==> src/rtl/ladybird_uart_tx.sv <==
// Byte-wide 8N1/8E1/8O1 (1 or 2 stop bits) UART transmitter with a valid/ready
// byte input and a registered, glitch-free serial output.
module ladybird_uart_tx #(
    parameter int CLKS_PER_BIT = 868,
    parameter int PARITY       = 0,
    parameter int STOP_BITS    = 1
) (
    input  logic       clk,
    input  logic       rst,
    input  logic [7:0] a_data,
    input  logic       a_valid,
    output logic       a_ready,
    output logic       txd,
    output logic       busy
);

    if (CLKS_PER_BIT < 2 || CLKS_PER_BIT > 65535) begin : gBadClksPerBit
        $error("ladybird_uart_tx: CLKS_PER_BIT must be within 2..65535");
    end
    if (PARITY < 0 || PARITY > 2) begin : gBadParity
        $error("ladybird_uart_tx: PARITY must be 0 (none), 1 (even) or 2 (odd)");
    end
    if (STOP_BITS < 1 || STOP_BITS > 2) begin : gBadStopBits
        $error("ladybird_uart_tx: STOP_BITS must be 1 or 2");
    end

    localparam int               CNT_W     = $clog2(CLKS_PER_BIT);
    localparam logic [CNT_W-1:0] CNT_LAST  = CNT_W'(CLKS_PER_BIT - 1);
    localparam logic [2:0]       STOP_LAST = 3'(STOP_BITS - 1);
    localparam logic             PAR_INV   = (PARITY == 2);

    typedef enum logic [2:0] {
        ST_IDLE,
        ST_START,
        ST_DATA,
        ST_PARITY,
        ST_STOP
    } state_t;

    state_t           state_q, state_d;
    logic [CNT_W-1:0] cnt_q, cnt_d;
    logic [2:0]       bitIdx_q, bitIdx_d;
    logic [7:0]       shift_q, shift_d;
    logic             parity_q, parity_d;
    logic             txd_q, txd_d;
    logic             bitEnd;

    assign bitEnd  = (cnt_q == CNT_LAST);
    assign a_ready = (state_q == ST_IDLE) & ~rst;
    assign busy    = (state_q != ST_IDLE);
    assign txd     = txd_q;

    always_ff @(posedge clk) begin
        if (rst) begin
            state_q  <= ST_IDLE;
            cnt_q    <= '0;
            bitIdx_q <= '0;
            shift_q  <= '0;
            parity_q <= 1'b0;
            txd_q    <= 1'b1;
        end else begin
            state_q  <= state_d;
            cnt_q    <= cnt_d;
            bitIdx_q <= bitIdx_d;
            shift_q  <= shift_d;
            parity_q <= parity_d;
            txd_q    <= txd_d;
        end
    end

    // txd_d is the level of the *next* bit, so the line register flips exactly on bit boundaries
    always_comb begin
        state_d  = state_q;
        cnt_d    = cnt_q;
        bitIdx_d = bitIdx_q;
        shift_d  = shift_q;
        parity_d = parity_q;
        txd_d    = txd_q;

        case (state_q)
            ST_IDLE: begin
                txd_d    = 1'b1;
                cnt_d    = '0;
                bitIdx_d = '0;
                if (a_valid && a_ready) begin
                    state_d  = ST_START;
                    shift_d  = a_data;
                    parity_d = 1'b0;
                    txd_d    = 1'b0;
                end
            end

            ST_START: begin
                if (bitEnd) begin
                    state_d = ST_DATA;
                    cnt_d   = '0;
                    txd_d   = shift_q[0];
                end else begin
                    cnt_d = cnt_q + CNT_W'(1);
                end
            end

            ST_DATA: begin
                if (bitEnd) begin
                    cnt_d    = '0;
                    shift_d  = {1'b0, shift_q[7:1]};
                    parity_d = parity_q ^ shift_q[0];
                    if (bitIdx_q == 3'd7) begin
                        bitIdx_d = '0;
                        if (PARITY != 0) begin
                            state_d = ST_PARITY;
                            txd_d   = parity_q ^ shift_q[0] ^ PAR_INV;
                        end else begin
                            state_d = ST_STOP;
                            txd_d   = 1'b1;
                        end
                    end else begin
                        bitIdx_d = bitIdx_q + 3'd1;
                        txd_d    = shift_q[1];
                    end
                end else begin
                    cnt_d = cnt_q + CNT_W'(1);
                end
            end

            ST_PARITY: begin
                if (bitEnd) begin
                    state_d  = ST_STOP;
                    cnt_d    = '0;
                    bitIdx_d = '0;
                    txd_d    = 1'b1;
                end else begin
                    cnt_d = cnt_q + CNT_W'(1);
                end
            end

            ST_STOP: begin
                txd_d = 1'b1;
                if (bitEnd) begin
                    cnt_d = '0;
                    if (bitIdx_q == STOP_LAST) begin
                        state_d  = ST_IDLE;
                        bitIdx_d = '0;
                    end else begin
                        bitIdx_d = bitIdx_q + 3'd1;
                    end
                end else begin
                    cnt_d = cnt_q + CNT_W'(1);
                end
            end

            default: begin
                state_d  = ST_IDLE;
                cnt_d    = '0;
                bitIdx_d = '0;
                txd_d    = 1'b1;
            end
        endcase
    end

endmodule

==> config.mk <==
export PLATFORM = sky130hd
export DESIGN_NAME = ladybird_uart_tx
export DESIGN_NICKNAME = d
export VERILOG_FILES = /design/src/rtl/ladybird_uart_tx.sv
export SDC_FILE = /design/constraint.sdc
export NUM_CORES = 1
export LEC_CHECK = 0
export CAP_MARGIN = 5
export CORE_MARGIN = 2
export CORE_UTILIZATION = 59
export DETAILED_ROUTE_END_ITERATION = 12
export PLACE_DENSITY = 0.83
export SYNTH_ARGS = -nofsm -noshare
export SYNTH_HDL_FRONTEND = slang
export SYNTH_SLANG_ARGS = --single-unit
==> constraint.sdc <==
create_clock -name clk -period 4.65 [get_ports clk]
set_input_delay 1.395 -clock clk [delete_from_list [all_inputs] [get_ports clk]]
set_output_delay 1.395 -clock clk [all_outputs]
set_load 0.03 [all_outputs]
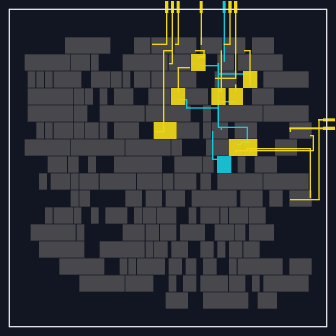
*Wires at chosen ports, followed through buffers*
Key: `a_ready` = cyan [direction output, edge top, end cells 1, wire 52.4 µm]; `a_data` = yellow [direction input, edge 6 top, 2 right, end cells 8, wire 144 µm]

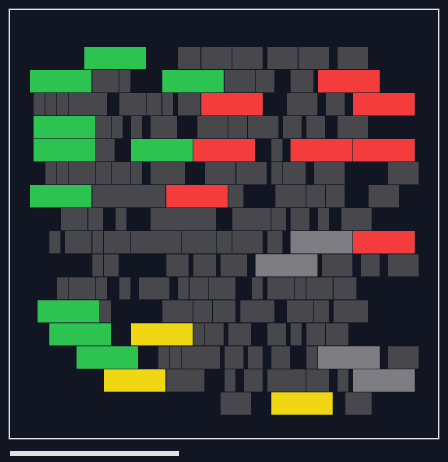
*Sequential cells grouped by signal name*
Scale bar: 20 µm. Other sequential cells in the stronger grey, the rest of the logic in the fainter grey.
Key: `shift_q` = red [flops 8]; `bitIdx_q` = yellow [flops 3]; `cnt_q` = green [flops 10]
Finished Core Util: 71.9%
Seq. cell area: 500 µm²
sequential-cell power consumption: 0.227 mW
fraction of area in registers: 34.8%

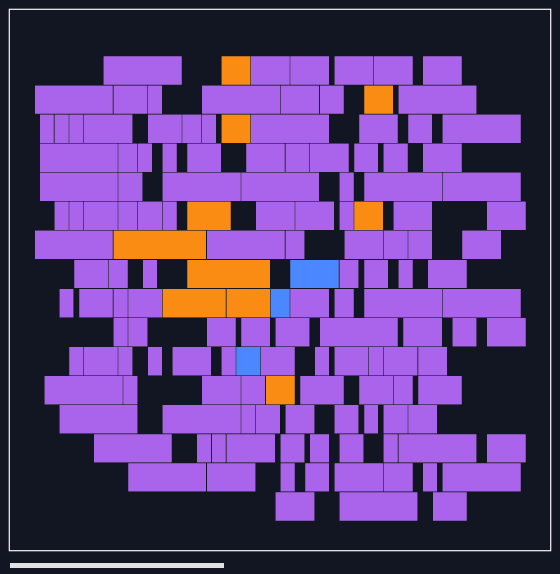
*Sizing map*
Scale bar: 20 µm.
Key: drive 1 or less = purple [cells 134, most used dfxtp_1]; drive 3 to 4 = orange [cells 10, most used clkbuf_4]; drive 2 = blue [cells 3]
Final Instance Area: 1440 µm²
setup slack of the critical path after layout: 0.715 ns

==> impl_metrics.toml <==
# flow metrics
[cts]
postCtsSetupBuffers = 0
clk_path_buf_depth = 2

[worst_setup_path]
worstPathRequired_ns = 3.25
cp-start-kind = "input port"
number_of_buffer_and_inverter_instances_along_the_worst_setup_path = 3
cpMostUsedCell = "sky130_fd_sc_hd__buf_4"
gate_family_responsible_for_the_most_delay_along_the_worst_path = "buffers and inverters"

[floorplanning]
ioPinCount = 14
x_dimension_of_the_die_um = 50.6
die_area_um2 = 2560

[placed_design]
dp_hpwl_um = 1730
place_congestion = 0.761

[global_route]
globalRoute.totalOverflow = 0
global_route.peak_usage_layer = "met2"
first_global_vias = 917

[power_and_ir_drop]
sw_frac_of_total_pct = 25.3
switching_power_summed_over_all_nets_mw = 0.0940
peakVddDrop_v = 0.000233

[routing]
drc = 0
routed_wl_um = 2340
detail_route.wl_per_cell_um = 13.5
detailedRoute.firstIterationViolations = 12

[run]
number_of_max_cap_violations = 0
stage_log_warnings = 27

[run_status]
outcome = "completed"

[final_timing]
finalCriticalPeriod_ns = 3.93
finClkSkew_ns = 0.00351
setup_repair_after_global_routing_missed_its_margin = "no"
slew_viol_final = 0

[logic_synthesis]
ys_top_cells_by_area = "sky130_fd_sc_hd__dfxtp_1, sky130_fd_sc_hd__a221o_1, sky130_fd_sc_hd__xnor2_1"
synth.top_cells.by_count = "sky130_fd_sc_hd__dfxtp_1, sky130_fd_sc_hd__nor2_1, sky130_fd_sc_hd__inv_1"

[hold_path]
min_path_type = "reg2reg"

[finish]
fraction_of_layout_instances_using_a_drive_strength_above_1_pct = 8.84
layout.area.comb_um2 = 708
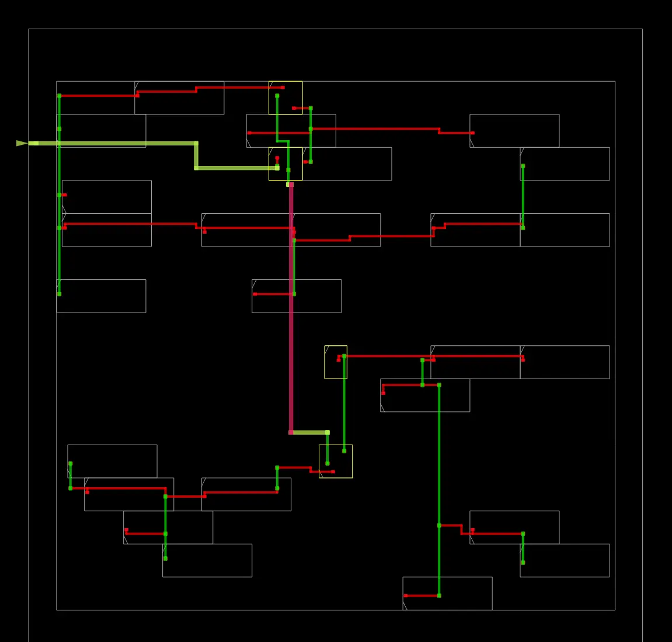
*Clock wiring as the flow saved it*
clock sink count: 25
number of clock buffers inserted by TritonCTS: 3
clk latency late pin: 0.32 ns
power in the clock group: 0.0971 mW
number of clock buffer instances in the layout: 3

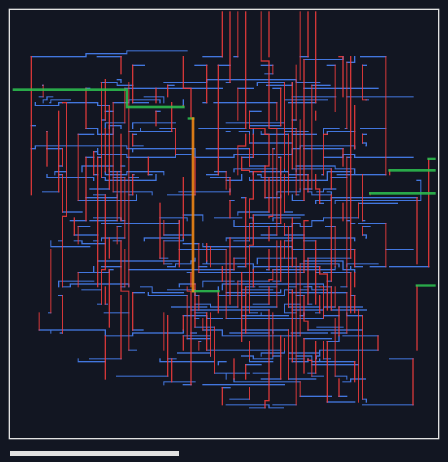
*Signal wires by layer*
Scale bar: 20 µm.
Key: met3 = green [wire length 40.9 µm]; met4 = orange [wire length 20.4 µm]; met2 = red [wire length 1120 µm]; met1 = blue [wire length 1170 µm]

==> worst paths after layout <==
path | startpoint | end | slack (ns) | depth (start not counted)
max | rst | a_ready | 0.72 | 4
min | bitIdx_q[0] | bitIdx_q[0] | 0.50 | 2
max reg2reg | state_q[1] | shift_q[4] | 2.65 | 4
min reg2reg | bitIdx_q[0] | bitIdx_q[0] | 0.50 | 2
==> metrics by stage <==
stage                     instances  total power, mW  hold slack, ns  instance area (µm²)
after floorplan                 136            0.259           0.430                 1280
after global placement          170            0.276           0.441                 1410
after detailed placement        170            0.278           0.475                 1410
after CTS                       174            0.373           0.498                 1440
after global routing            174            0.388           0.521                 1440
final                           174            0.371           0.496                 1440
==> power by group through the flow <==
stage / registers, mW / clock network, mW / logic, mW
after floorplan: 0.231 / 0 / 0.0281
after global placement: 0.232 / 0 / 0.0447
after detailed placement: 0.232 / 0 / 0.0459
after CTS: 0.227 / 0.100 / 0.0462
after global routing: 0.228 / 0.110 / 0.0499
final: 0.227 / 0.0971 / 0.0463
==> per-layer routing <==
layer / up-vias / wire length [µm]
li1: 514 / -
met1: 475 / 1170
met2: 7 / 1120
met3: 2 / 40
met4: 0 / 20
met5: - / 0
==> cell usage in the layout, fill, tap and decap left out, types with 2 or more instances in the layout <==
cell type,count
sky130_fd_sc_hd__dfxtp_1,25
sky130_fd_sc_hd__nor2_1,16
sky130_fd_sc_hd__clkdlybuf4s50_1,12
sky130_fd_sc_hd__inv_1,9
sky130_fd_sc_hd__and3_1,8
sky130_fd_sc_hd__a221o_1,7
sky130_fd_sc_hd__xnor2_1,7
sky130_fd_sc_hd__nand2_1,6
sky130_fd_sc_hd__nor3_1,4
sky130_fd_sc_hd__nand3_1,4
sky130_fd_sc_hd__nand4_1,4
sky130_fd_sc_hd__mux2i_1,4
sky130_fd_sc_hd__ha_1,4
sky130_fd_sc_hd__clkbuf_4,3
sky130_fd_sc_hd__nor4_1,2
sky130_fd_sc_hd__xor2_1,2
sky130_fd_sc_hd__nor2b_1,2
sky130_fd_sc_hd__buf_4,2
==> final cells by class <==
| cell class | count | area share (%) |
|---|---|---|
| multi-input cells | 95 | 49.2 |
| flip-flops and latches | 25 | 34.8 |
| repair buffers | 14 | 9.39 |
| inverters | 9 | 2.35 |
| well taps | 27 | 2.35 |
| clock buffers | 3 | 1.57 |
| clock inverters | 1 | 0.348 |
==> logic make-up (layout without fill, tap and decap cells) <==
family,Yosys count,in the layout,share of synthesized area (%)
AND/OR/NAND/NOR,59,59,28.8
buffers and inverters,16,27,5.48
flip-flops,25,25,39.1
AND-OR/OR-AND,19,19,13.4
adder cells (fa/ha/maj),4,4,3.91
XOR/XNOR,9,9,6.16
multiplexers,4,4,3.13
==> registers in the layout, indices dropped and copies added, names as in the netlist <==
signal    cells
cnt_q        10
shift_q       8
bitIdx_q      3
state_q       3
txd           1
==> tightest hold or removal path, cell delays in order (launching register included) <==
cell and delay (ns):
sky130_fd_sc_hd__dfxtp_1 0.35, sky130_fd_sc_hd__nand2_1 0.06, sky130_fd_sc_hd__mux2i_1 0.06
No activity file was given, so power comes from the tool's default toggle rates.
